**src/rtl/dist_pkg.sv**
```systemverilog
// Shared sizing and state encoding for the distribution-register load path.
package dist_pkg;

    localparam int DIST_WORDS  = 8;
    localparam int DIST_WORD_W = 32;
    localparam int DIST_W      = DIST_WORDS * DIST_WORD_W;
    localparam int DIST_REG_AW = 5;
    localparam int DIST_ADDR_W = 32;

    typedef enum logic [1:0] {
        ST_IDLE   = 2'd0,
        ST_REQ    = 2'd1,
        ST_WAIT   = 2'd2,
        ST_COMMIT = 2'd3
    } dist_ld_state_t;

endpackage

```
**src/rtl/dist_word_assembler.sv**
```systemverilog
// Counter-indexed capture register: builds one distribution value word by word.
// Word i lands in bits [WORD_W*i +: WORD_W]; the whole value clears when a load starts.
module dist_word_assembler
    import dist_pkg::*;
#(
    parameter int WORDS  = DIST_WORDS,
    parameter int WORD_W = DIST_WORD_W,
    parameter int CNT_W  = (WORDS > 1) ? $clog2(WORDS) : 1
) (
    input  logic                    clk,
    input  logic                    reset,
    input  logic                    clear,
    input  logic                    capture,
    input  logic [CNT_W-1:0]        idx,
    input  logic [WORD_W-1:0]       word,
    output logic [WORDS*WORD_W-1:0] data
);

    logic [WORDS-1:0][WORD_W-1:0] words;

    assign data = words;

    for (genvar i = 0; i < WORDS; i++) begin : gWord
        // Each slot only loads when the counter points at it.
        always_ff @(posedge clk or posedge reset) begin
            if (reset)
                words[i] <= '0;
            else if (clear)
                words[i] <= '0;
            else if (capture && (idx == CNT_W'(i)))
                words[i] <= word;
        end
    end

endmodule

```
**src/rtl/dist_reg_loader.sv**
```systemverilog
// Fetches one distribution (WORDS consecutive memory words) and commits it to the
// distribution register file as a single-cycle write. One read outstanding at a time.
module dist_reg_loader
    import dist_pkg::*;
#(
    parameter int WORDS  = DIST_WORDS,
    parameter int WORD_W = DIST_WORD_W,
    parameter int ADDR_W = DIST_ADDR_W,
    parameter int REG_AW = DIST_REG_AW
) (
    input  logic                    clk,
    input  logic                    reset,
    input  logic                    start,
    input  logic [ADDR_W-1:0]       base_addr,
    input  logic [REG_AW-1:0]       dest_reg,
    output logic                    busy,
    output logic                    done,
    output logic                    mem_rd,
    output logic [ADDR_W-1:0]       mem_addr,
    input  logic                    mem_valid,
    input  logic [WORD_W-1:0]       mem_rdata,
    output logic                    DRegWrite,
    output logic [REG_AW-1:0]       wrAddr,
    output logic [WORDS*WORD_W-1:0] wrData
);

    localparam int CNT_W = (WORDS > 1) ? $clog2(WORDS) : 1;

    dist_ld_state_t    state, stateNext;
    logic [CNT_W-1:0]  cnt;
    logic [REG_AW-1:0] destReg;
    logic              accept, capture, lastWord;

    assign accept   = (state == ST_IDLE) && start;
    assign capture  = (state == ST_WAIT) && mem_valid;
    assign lastWord = (cnt == CNT_W'(WORDS - 1));

    // State register; reset aborts any load in flight.
    always_ff @(posedge clk or posedge reset) begin
        if (reset)
            state <= ST_IDLE;
        else
            state <= stateNext;
    end

    // Next state: one request per word, wait for its data, commit after the last.
    always_comb begin
        stateNext = state;
        unique case (state)
            ST_IDLE:   if (start) stateNext = ST_REQ;
            ST_REQ:    stateNext = ST_WAIT;
            ST_WAIT:   if (mem_valid) stateNext = lastWord ? ST_COMMIT : ST_REQ;
            ST_COMMIT: stateNext = ST_IDLE;
            default:   stateNext = ST_IDLE;
        endcase
    end

    // Registered outputs decoded from the next state, plus address/counter tracking.
    // mem_addr steps by 4 per word and wraps naturally at 2^ADDR_W.
    always_ff @(posedge clk or posedge reset) begin
        if (reset) begin
            busy      <= 1'b0;
            done      <= 1'b0;
            mem_rd    <= 1'b0;
            DRegWrite <= 1'b0;
            mem_addr  <= '0;
            wrAddr    <= '0;
            destReg   <= '0;
            cnt       <= '0;
        end else begin
            busy      <= (stateNext != ST_IDLE);
            mem_rd    <= (stateNext == ST_REQ);
            done      <= (stateNext == ST_COMMIT);
            DRegWrite <= (stateNext == ST_COMMIT);
            if (accept) begin
                mem_addr <= base_addr;
                destReg  <= dest_reg;
                cnt      <= '0;
            end else if (capture && !lastWord) begin
                mem_addr <= mem_addr + ADDR_W'(4);
                cnt      <= cnt + CNT_W'(1);
            end
            if (stateNext == ST_COMMIT)
                wrAddr <= destReg;
        end
    end

    dist_word_assembler #(
        .WORDS  (WORDS),
        .WORD_W (WORD_W),
        .CNT_W  (CNT_W)
    ) uAsm (
        .clk     (clk),
        .reset   (reset),
        .clear   (accept),
        .capture (capture),
        .idx     (cnt),
        .word    (mem_rdata),
        .data    (wrData)
    );

endmodule
```
**config.mk**
```make
export PLATFORM = sky130hd
export DESIGN_NAME = dist_reg_loader
export DESIGN_NICKNAME = d
export VERILOG_FILES = /design/src/rtl/dist_pkg.sv /design/src/rtl/dist_word_assembler.sv /design/src/rtl/dist_reg_loader.sv
export SDC_FILE = /design/constraint.sdc
export NUM_CORES = 1
export LEC_CHECK = 0
export ABC_AREA = 0
export CAP_MARGIN = 15
export CORE_ASPECT_RATIO = 0.7
export CORE_UTILIZATION = 41
export DETAILED_ROUTE_END_ITERATION = 12
export PLACE_DENSITY = 0.79
export SYNTH_ARGS = -nofsm -noshare
export SYNTH_HDL_FRONTEND = slang
export SYNTH_SLANG_ARGS = --single-unit
```
**constraint.sdc**
```tcl
create_clock -name clk -period 12.1 [get_ports clk]
set_input_delay 1.815 -clock clk [delete_from_list [all_inputs] [get_ports clk]]
set_output_delay 1.815 -clock clk [all_outputs]
set_load 0.02 [all_outputs]
```
==> run_1/ff_map.png <==
(1 px per um) Other sequential cells in the stronger grey, the rest of the logic in the fainter grey.
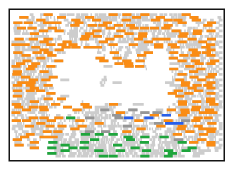
| colour | name in the netlist | flops |
|---|---|---|
| orange | uAsm.data | 256 |
| blue | wrAddr | 5 |
| green | mem_addr | 32 |
not coloured: 13

==> run_1/layers.png <==
(1 px per um)
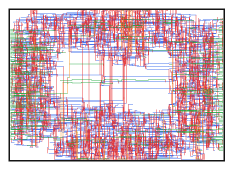
| colour | layer | wire length |
|---|---|---|
| red | M2 | 19,600 um |
| blue | M1 | 17,900 um |
| orange | M4 | 1,110 um |
| green | M3 | 4,150 um |
Total GRT Usage: 26.3%
Routed WL per cell: 19.9 um

==> run_1/congestion_map.png <==
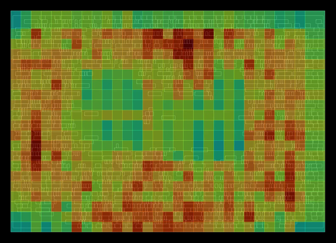
final core utilization: 57.8%
met2 usage: 42.4%
met1 GRT Util: 34.8%
met3 global-route usage: 7.84%
busiest grt layer: met2

==> results.tsv, run 1 <==
metric	value	unit
NumNets Final	1797	
via count	11402	
First DRT Iteration DRCs	865	
chip area	32100	sq um
clk buf depth	3	
Synth Register Bits	306	
Post-synth top flop	dfrtp_1	
core footprint	30400	sq um
Post-Syn Area	12800	sq um
CTS sink cnt	306	
n_diodes	0	
cell count of the worst reg-to-reg path	7	
register area share after synthesis	59.6	%
Seq pwr share	37.9	%
Post-Syn Instances	1439	
Non-Filler Instances	2153	
switch share	35.7	%
final hold vios	0	
worst slew pin tran	1.32	ns
vias in the first global route	11169	
Crit path required time	12.57	ns
Avg Cell Area, Syn	8.93	sq um
largest area contributor in the netlist	dfrtp_1	
cells along the critical path	clkdlybuf4s50_1 > inv_1 > nor2_2 > nand2_2 > inv_2 > nand2_1 > a21oi_1	
Remaining DRCs	0	
synth top area cells	dfrtp_1 (60%), nand2_1 (17%), a21oi_1 (8.8%)	
I/O Buffers	369	
total power density per cell area	209	nW/um^2
Int Pwr	2.36	mW
Synth async-reset ratio	100	%
DRT antenna net count	0	
share of cells above drive strength 1	4.37	%
Syn. warnings	0	
setup tns final	0	ns
WP data arrival	4.58	ns
Psw	1.31	mW
Crit Path Category	input pin to flop	
Die X	214	um
area share, top type	59.6	%
placed cell count	2096	
RePlAce Congestion	0.855	
EDFF count, synth	0	
Worst setup SP type	input pin	
final worst path period need	4.11	ns
Setup Fix Bufs, Post-CTS	0	
outcome	completed	
Die Span Y	150	um
hold bufs inserted after CTS	0	
grt ovf	0	
CP max stage cell	inv_2	
Yosys cell types	32	
LEAKAGE	7.42	nW
WL final	42.8	mm
CTS tree	built	
H-tree depth	1	
Clock transition at path regs	0.06	ns
root buffer cell	clkbuf_16	
crit share post-route	34.0	%
Max Clk Rate	243	MHz
Floorplan Nets	1519	
crit-path max FO	38	
Setup Viol. Count Final	0	
clock latency on the worst-skew pair	0.57	ns
crit path launch	mem_valid	
Fill cells	2586	
post-cts resize count	0	
Post-DP HPWL	27.4	mm
IO Count	370	
worst flop-to-flop path endpoint	mem_addr[21]	
capture point of the worst path	uAsm.data[230]	
first-pass GRT wire length	64.5	mm
Area growth syn-to-layout	37.0	%
largest net degree at the start of global routing	246	
clock share of power	28.6	%
count of tool warnings	36	
## run 1: Yosys cell counts (2+ instances only)
cell type	instances
mux2i_1	2
nand2_1	591
and2_1	7
buf_1	4
nand3_1	17
inv_1	10
buf_2	40
ha_1	7
nor4_4	2
clkbuf_1	54
buf_4	31
nor3_1	4
and3_1	8
xnor2_1	7
nand2b_1	2
xor2_1	21
o21ai_1	12
buf_6	3
o21ai_0	49
dfrtp_1	306
nand4_1	15
a21oi_1	225
nor2_1	13
## run 1: area by class of cell
type	count	area, sq um	share of cell area (%)
tap	412	515	2.93
inverter	10	45.0	0.256
multi-input combinational	991	4510	25.6
clock buffer	39	826	4.69
clock inverter	18	279	1.58
sequential	306	7660	43.5
timing repair buffer	377	3780	21.5
## run 1: layout by cell type, fill, tap and decap left out, types with 2 or more instances in the layout
cell / count
a21oi_1: 225
and2_1: 4
and2_2: 2
and3_1: 6
and3_2: 3
buf_12: 2
buf_4: 6
bufinv_16: 7
clkbuf_1: 6
clkbuf_16: 31
clkbuf_8: 2
clkdlybuf4s50_1: 369
clkinv_2: 7
dfrtp_1: 306
ha_1: 7
inv_1: 8
inv_6: 3
mux2i_1: 2
nand2_1: 589
nand2_2: 2
nand2b_1: 2
nand3_1: 14
nand3_2: 3
nand4_1: 15
nor2_1: 13
nor3_1: 4
nor4_4: 2
o21ai_0: 49
o21ai_1: 12
xnor2_1: 7
xor2_1: 21
## run 1: power groups by stage
stage	clock [mW]	sequential (mW)	combinational [mW]
4_1_cts	1.07	1.39	1.23
3_5_place_dp	0	1.41	1.23
5_1_grt	1.11	1.42	1.32
3_3_place_gp	0	1.40	1.20
2_1_floorplan	0	1.62	0.428
6_report	1.05	1.39	1.23
## run 1: metal layers
| metal | up-vias | share of wire (%) | track usage (%) |
|---|---|---|---|
| met1 | 5663 | 42 | 34.8 |
| met4 | 0 | 2.6 | 6.46 |
| met5 | - | 0 | 0 |
| met2 | 473 | 46 | 42.4 |
| met3 | 86 | 9.7 | 7.84 |
| li1 | 5180 | - | - |
## run 1: stage by stage
| step | instance area (sq um) | setup WS, ns | utilization (%) | hold WS (ns) |
|---|---|---|---|---|
| after floorplan | 12800 | 1.83 | - | 0.439 |
| after global placement | 16500 | 7.66 | 54.2 | 0.447 |
| after detailed placement | 16500 | 7.51 | 54.2 | 0.460 |
| after CTS | 17600 | 8.05 | 57.8 | 0.475 |
| after global routing | 17600 | 7.82 | 57.8 | 0.503 |
| final | 17600 | 7.99 | 57.8 | 0.469 |
## run 1: kinds of logic (layout without fill, tap and decap cells)
group / Yosys count / after routing / share of synthesized area, %
AND/OR/NAND/NOR: 665 / 665 / 20.7
flip-flops: 306 / 306 / 59.6
AND-OR/OR-AND: 289 / 289 / 11.3
buffers and inverters: 142 / 444 / 5.62
XOR/XNOR: 28 / 28 / 1.91
adder cells (fa/ha/maj): 7 / 7 / 0.682
multiplexers: 2 / 2 / 0.156
## run 1: critical path: cells and delay by family
kind                   cells  cell delay, ns
AOI/OAI and AO/OA          1            0.19
buffers and inverters      3            1.40
and+or+nand+nor            3            1.12
==> run 1 -> run 2 <==
==> constraint.sdc (replaced) <==
create_clock -name clk -period 4.3 [get_ports clk]
set_input_delay 0.645 -clock clk [delete_from_list [all_inputs] [get_ports clk]]
set_output_delay 0.645 -clock clk [all_outputs]
set_load 0.02 [all_outputs]
==> run_2/layers.png <==
(1 px per um)
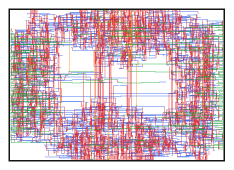
| colour | layer | wire length |
|---|---|---|
| red | M2 | 19,600 um |
| blue | M1 | 17,600 um |
| orange | M4 | 1,120 um |
| green | M3 | 4,420 um |
WL final: 42.8 mm
Total GRT Usage: 26.4%

==> run 2 against run 1 <==
  * Setup slack got worse by 6.7 ns
  * Critical path type is now flop to flop
  * Final area rose by 0.21%
  * Via count fell by 0.20%
  * Largest cell class unchanged
  * First-iteration DRC count rose by 4.2%
  * Clock power rose to 2.7 times the previous value
  * Routed wire length rose by 0.13%
  * Register-to-register slack got worse by 7.7 ns
  * Clock skew rose by 0.0056 ns
==> results.tsv, run 2 <==
metric	value	unit
switch share	36.3	%
total power density per cell area	579	nW/um^2
Crit Path Category	flop to flop	
Floorplan Nets	1519	
count of tool warnings	35	
final instance area	17600	sq um
EDFF count, synth	0	
Area after DPL	16600	sq um
Post-synth top flop	dfrtp_1	
clock share of power	27.5	%
most used logic cell in the final layout	nand2_1	
root buffer cell	clkbuf_16	
Synth top cells by count	nand2_1 (591), dfrtp_1 (306), a21oi_1 (225)	
Worst setup SP type	flop	
I/O Buffers	369	
pre-CTS WS	1.15	ns
grt ovf	0	
post-cts resize count	0	
clock latency on the worst-skew pair	0.57	ns
Post-Syn Area	12800	sq um
hold bufs inserted after CTS	0	
area share, top type	59.6	%
Crit path required time	4.77	ns
setup tns final	0	ns
cell count of the worst reg-to-reg path	7	
via count	11379	
RePlAce Congestion	0.849	
Int Pwr	6.50	mW
Non-Filler Instances	2160	
Post-Syn Instances	1439	
crit share post-route	70.2	%
DRT antenna net count	0	
WP data arrival	3.49	ns
Remaining DRCs	0	
NumNets Final	1806	
register area share after synthesis	59.6	%
chip area	32100	sq um
First DRT Iteration DRCs	901	
Seq pwr share	38.4	%
largest net degree at the start of global routing	112	
core footprint	30400	sq um
outcome	completed	
final core utilization	58.0	%
crit-path max FO	11	
commonest cells after routing, fill and taps aside	nand2_1 (589), clkdlybuf4s50_1 (369), dfrtp_1 (306), a21oi_1 (225), o21ai_0 (49)	
Clock transition at path regs	0.07	ns
## run 2: cell counts after synthesis
No cell type changed its count.
## run 2: cell families (layout without fill, tap and decap cells)
group / count (synthesis) / after routing / share of synthesized area [%]
AND/OR/NAND/NOR: 665 / 665 / 20.7
flip-flops: 306 / 306 / 59.6
AND-OR/OR-AND: 289 / 289 / 11.3
buffers and inverters: 142 / 451 / 5.62
XOR/XNOR: 28 / 28 / 1.91
adder cells (fa/ha/maj): 7 / 7 / 0.682
multiplexers: 2 / 2 / 0.156
## run 2: cell type report
| type | instances | area, sq um | area share (%) |
|---|---|---|---|
| Timing Repair Buffer | 387 | 3880 | 22.0 |
| Multi-Input combinational cell | 991 | 4500 | 25.5 |
| Clock buffer | 37 | 838 | 4.75 |
| Inverter | 10 | 41.3 | 0.234 |
| Clock inverter | 17 | 208 | 1.18 |
| Tap cell | 412 | 515 | 2.92 |
| Sequential cell | 306 | 7660 | 43.4 |
## run 2: power groups by stage
stage | sequential, mW | clock (mW) | combinational, mW
detailed placement | 3.95 | 0 | 3.48
CTS | 3.91 | 2.85 | 3.49
global route | 3.99 | 2.96 | 3.74
global placement | 3.93 | 0 | 3.40
finish | 3.92 | 2.81 | 3.48
floorplan | 4.57 | 0 | 1.20
## run 2: worst max-delay path by stage
stage,depth (start not counted),slack (ns),end,startpoint
2_1_floorplan,1,-0.42,DRegWrite,reset
3_3_place_gp,6,1.22,mem_addr[14],mem_valid
3_5_place_dp,6,1.15,mem_addr[28],mem_valid
4_1_cts,7,1.34,mem_addr[14],cnt[0]
5_1_grt,7,1.15,mem_addr[14],cnt[0]
6_report,7,1.28,mem_addr[28],cnt[0]
## run 2: per-layer routing
| metal | part of all wire, % | wire length, um | track usage, % |
|---|---|---|---|
| met5 | 0 | 0 | 0 |
| met4 | 2.6 | 1120 | 7.71 |
| met3 | 10 | 4420 | 8.64 |
| met2 | 46 | 19600 | 42.3 |
| met1 | 41 | 17600 | 34.2 |
## run 2: worst reg2reg max path, delay by kind of cell (launching register included)
| family | cells | cell delay, ns |
|---|---|---|
| AOI/OAI and AO/OA | 1 | 0.17 |
| xor gates and xnor gates | 1 | 0.18 |
| adders and majority gates | 2 | 0.48 |
| DFF | 1 | 0.41 |
| and+or+nand+nor | 3 | 1.69 |
==> run 2 -> run 3 <==
==> constraint.sdc (replaced) <==
create_clock -name clk -period 3 [get_ports clk]
set_input_delay 0.45 -clock clk [delete_from_list [all_inputs] [get_ports clk]]
set_output_delay 0.45 -clock clk [all_outputs]
set_load 0.02 [all_outputs]
==> run_3/layers.png <==
(1 px per um)
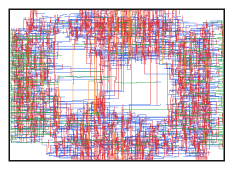
| colour | layer | wire length |
|---|---|---|
| green | M3 | 4,030 um |
| red | M2 | 19,200 um |
| orange | M4 | 1,380 um |
| blue | M1 | 18,100 um |
WL final: 42.7 mm
Total GRT Usage: 26.4%
via count: 11,537

==> run 3 against run 2 <==
  * Clock-buffer cell count increased by 2
  * Final cell count grew 0.60%
  * Worst hold slack worse by 0.17 ns
  * Setup slack lost 1.1 ns
  * Via count up 1.4%
  * Die size unchanged
  * Core utilization increased by 0.32 points
  * Sequential share of layout area shrank 0.24 points
  * Critical endpoint is now mem_addr[21]
  * Largest power group unchanged
==> results.tsv, run 3 <==
metric	value	unit
final instance area	17700	sq um
CTS sink cnt	306	
RePlAce Congestion	0.868	
Setup Viol. Count Final	0	
commonest cells after routing, fill and taps aside	nand2_1 (589), clkdlybuf4s50_1 (369), dfrtp_1 (306), a21oi_1 (225), o21ai_0 (49)	
met3 global-route usage	6.86	%
Synth async-reset ratio	100	%
Post-DP HPWL	29.0	mm
Post-Syn Instances	1439	
DRT antenna net count	0	
crit share post-route	93.6	%
Clock transition at path regs	0.07	ns
First DRT Iteration DRCs	1081	
hold bufs inserted after CTS	0	
crit path launch	cnt[0]	
switch share	36.6	%
area share, top type	59.6	%
crit-path max FO	11	
Synth Register Bits	306	
Non-Filler Instances	2173	
max reg flops	256	
Routed WL per cell	19.7	um
largest net degree at the start of global routing	102	
chip area	32100	sq um
Remaining DRCs	0	
core footprint	30400	sq um
final worst slack	0.191	ns
final worst path period need	2.81	ns
Area growth syn-to-layout	38.1	%
I/O Buffers	369	
Floorplan Nets	1519	
total power density per cell area	806	nW/um^2
Psw	5.23	mW
register area share after synthesis	59.6	%
n_diodes	0	
clock latency on the worst-skew pair	0.55	ns
max cap viols	0	
root buffer cell	clkbuf_16	
share of cells above drive strength 1	5.39	%
worst slew pin tran	0.883	ns
count of tool warnings	33	
largest area contributor in the netlist	dfrtp_1	
final hold vios	0	
most used logic cell in the final layout	nand2_1	
met1 GRT Util	35.7	%
Avg Cell Area, Syn	8.93	sq um
Die X	214	um
Setup Fix Bufs, Post-CTS	0	
most common cell in the synthesized netlist	nand2_1	
Int Pwr	9.07	mW
Area after DPL	16800	sq um
Crit path required time	3.42	ns
post-cts resize count	0	
CTS tree	built	
worst flop-to-flop path endpoint	mem_addr[21]	
Pins Over Slew Limit	0	
clk buf depth	3	
IO Count	370	
1st-pass router iterations	7	
Die Span Y	150	um
final core utilization	58.3	%
Crit Path Category	flop to flop	
Yosys cell types	32	
Flop area	7660	sq um
Syn. warnings	0	
H-tree depth	1	
Synth top cells by count	nand2_1 (591), dfrtp_1 (306), a21oi_1 (225)	
vias in the first global route	11335	
pre-CTS WS	0.213	ns
met2 usage	41.3	%
EDFF count, synth	0	
cell count of the worst reg-to-reg path	7	
busiest grt layer	met2	
Seq pwr share	39.4	%
first-pass GRT wire length	64.8	mm
capture point of the worst path	mem_addr[21]	
synth top area cells	dfrtp_1 (60%), nand2_1 (17%), a21oi_1 (8.8%)	
Worst setup SP type	flop	
MI comb area	4500	sq um
outcome	completed	
grt ovf	0	
clock share of power	25.4	%
Max Clk Rate	356	MHz
[run 3: cell counts after synthesis]
Identical to the previous run, type by type.
[run 3: critical path, cell delays in order (launching register included)]
cell and delay, ns:
dfrtp_1 0.40, ha_1 0.23, ha_1 0.24, nand4bb_1 0.44, nor4_4 0.79, and3_2 0.36, xnor2_1 0.12, o21ai_0 0.08
[run 3: per-stage QoR]
stage / TNS (ns) / hold WS [ns]
6_report: 0 / 0.300
3_5_place_dp: 0 / 0.455
3_3_place_gp: 0 / 0.450
2_1_floorplan: -465.42 / 0.439
4_1_cts: 0 / 0.291
5_1_grt: 0 / 0.309
[run 3: how the worst min path moves through the flow]
stage	startpoint	endpoint	slack, ns	cells past startpoint
floorplan	destReg[0]	wrAddr[0]	0.44	2
global placement	destReg[0]	wrAddr[0]	0.45	2
detailed placement	destReg[0]	wrAddr[0]	0.45	2
CTS	reset	uAsm.data[103]	0.29	2
global route	reset	uAsm.data[228]	0.31	2
finish	reset	uAsm.data[103]	0.30	2
[run 3: final cells by class]
class | instances | area share [%]
clock inverters | 12 | 0.557
repair buffers | 403 | 23.1
well taps | 412 | 2.91
multi-input cells | 991 | 25.4
clock buffers | 39 | 4.65
inverters | 10 | 0.233
flip-flops and latches | 306 | 43.2
[run 3: power groups by stage]
stage,clock (mW),combinational [mW],sequential [mW]
2_1_floorplan,0,1.73,6.55
3_3_place_gp,0,4.93,5.65
3_5_place_dp,0,5.02,5.69
4_1_cts,3.69,5.04,5.63
5_1_grt,3.86,5.39,5.74
6_report,3.63,5.03,5.64
[run 3: cells by family (layout without fill, tap and decap cells)]
family | count (synthesis) | count (layout) | synth area share [%]
and+or+nand+nor | 665 | 665 | 20.7
DFF | 306 | 306 | 59.6
AOI/OAI and AO/OA | 289 | 289 | 11.3
buffers and inverters | 142 | 464 | 5.62
xor gates and xnor gates | 28 | 28 | 1.91
adders and majority gates | 7 | 7 | 0.682
muxes | 2 | 2 | 0.156
[run 3: routing by layer]
metal	vias to the layer above	share of wire (%)	wire, um
met1	5675	42	18100
met5	-	0	0
met4	0	3.2	1380
met2	560	45	19200
li1	5210	-	-
met3	92	9.4	4030
No activity file was given, so power comes from the tool's default toggle rates.
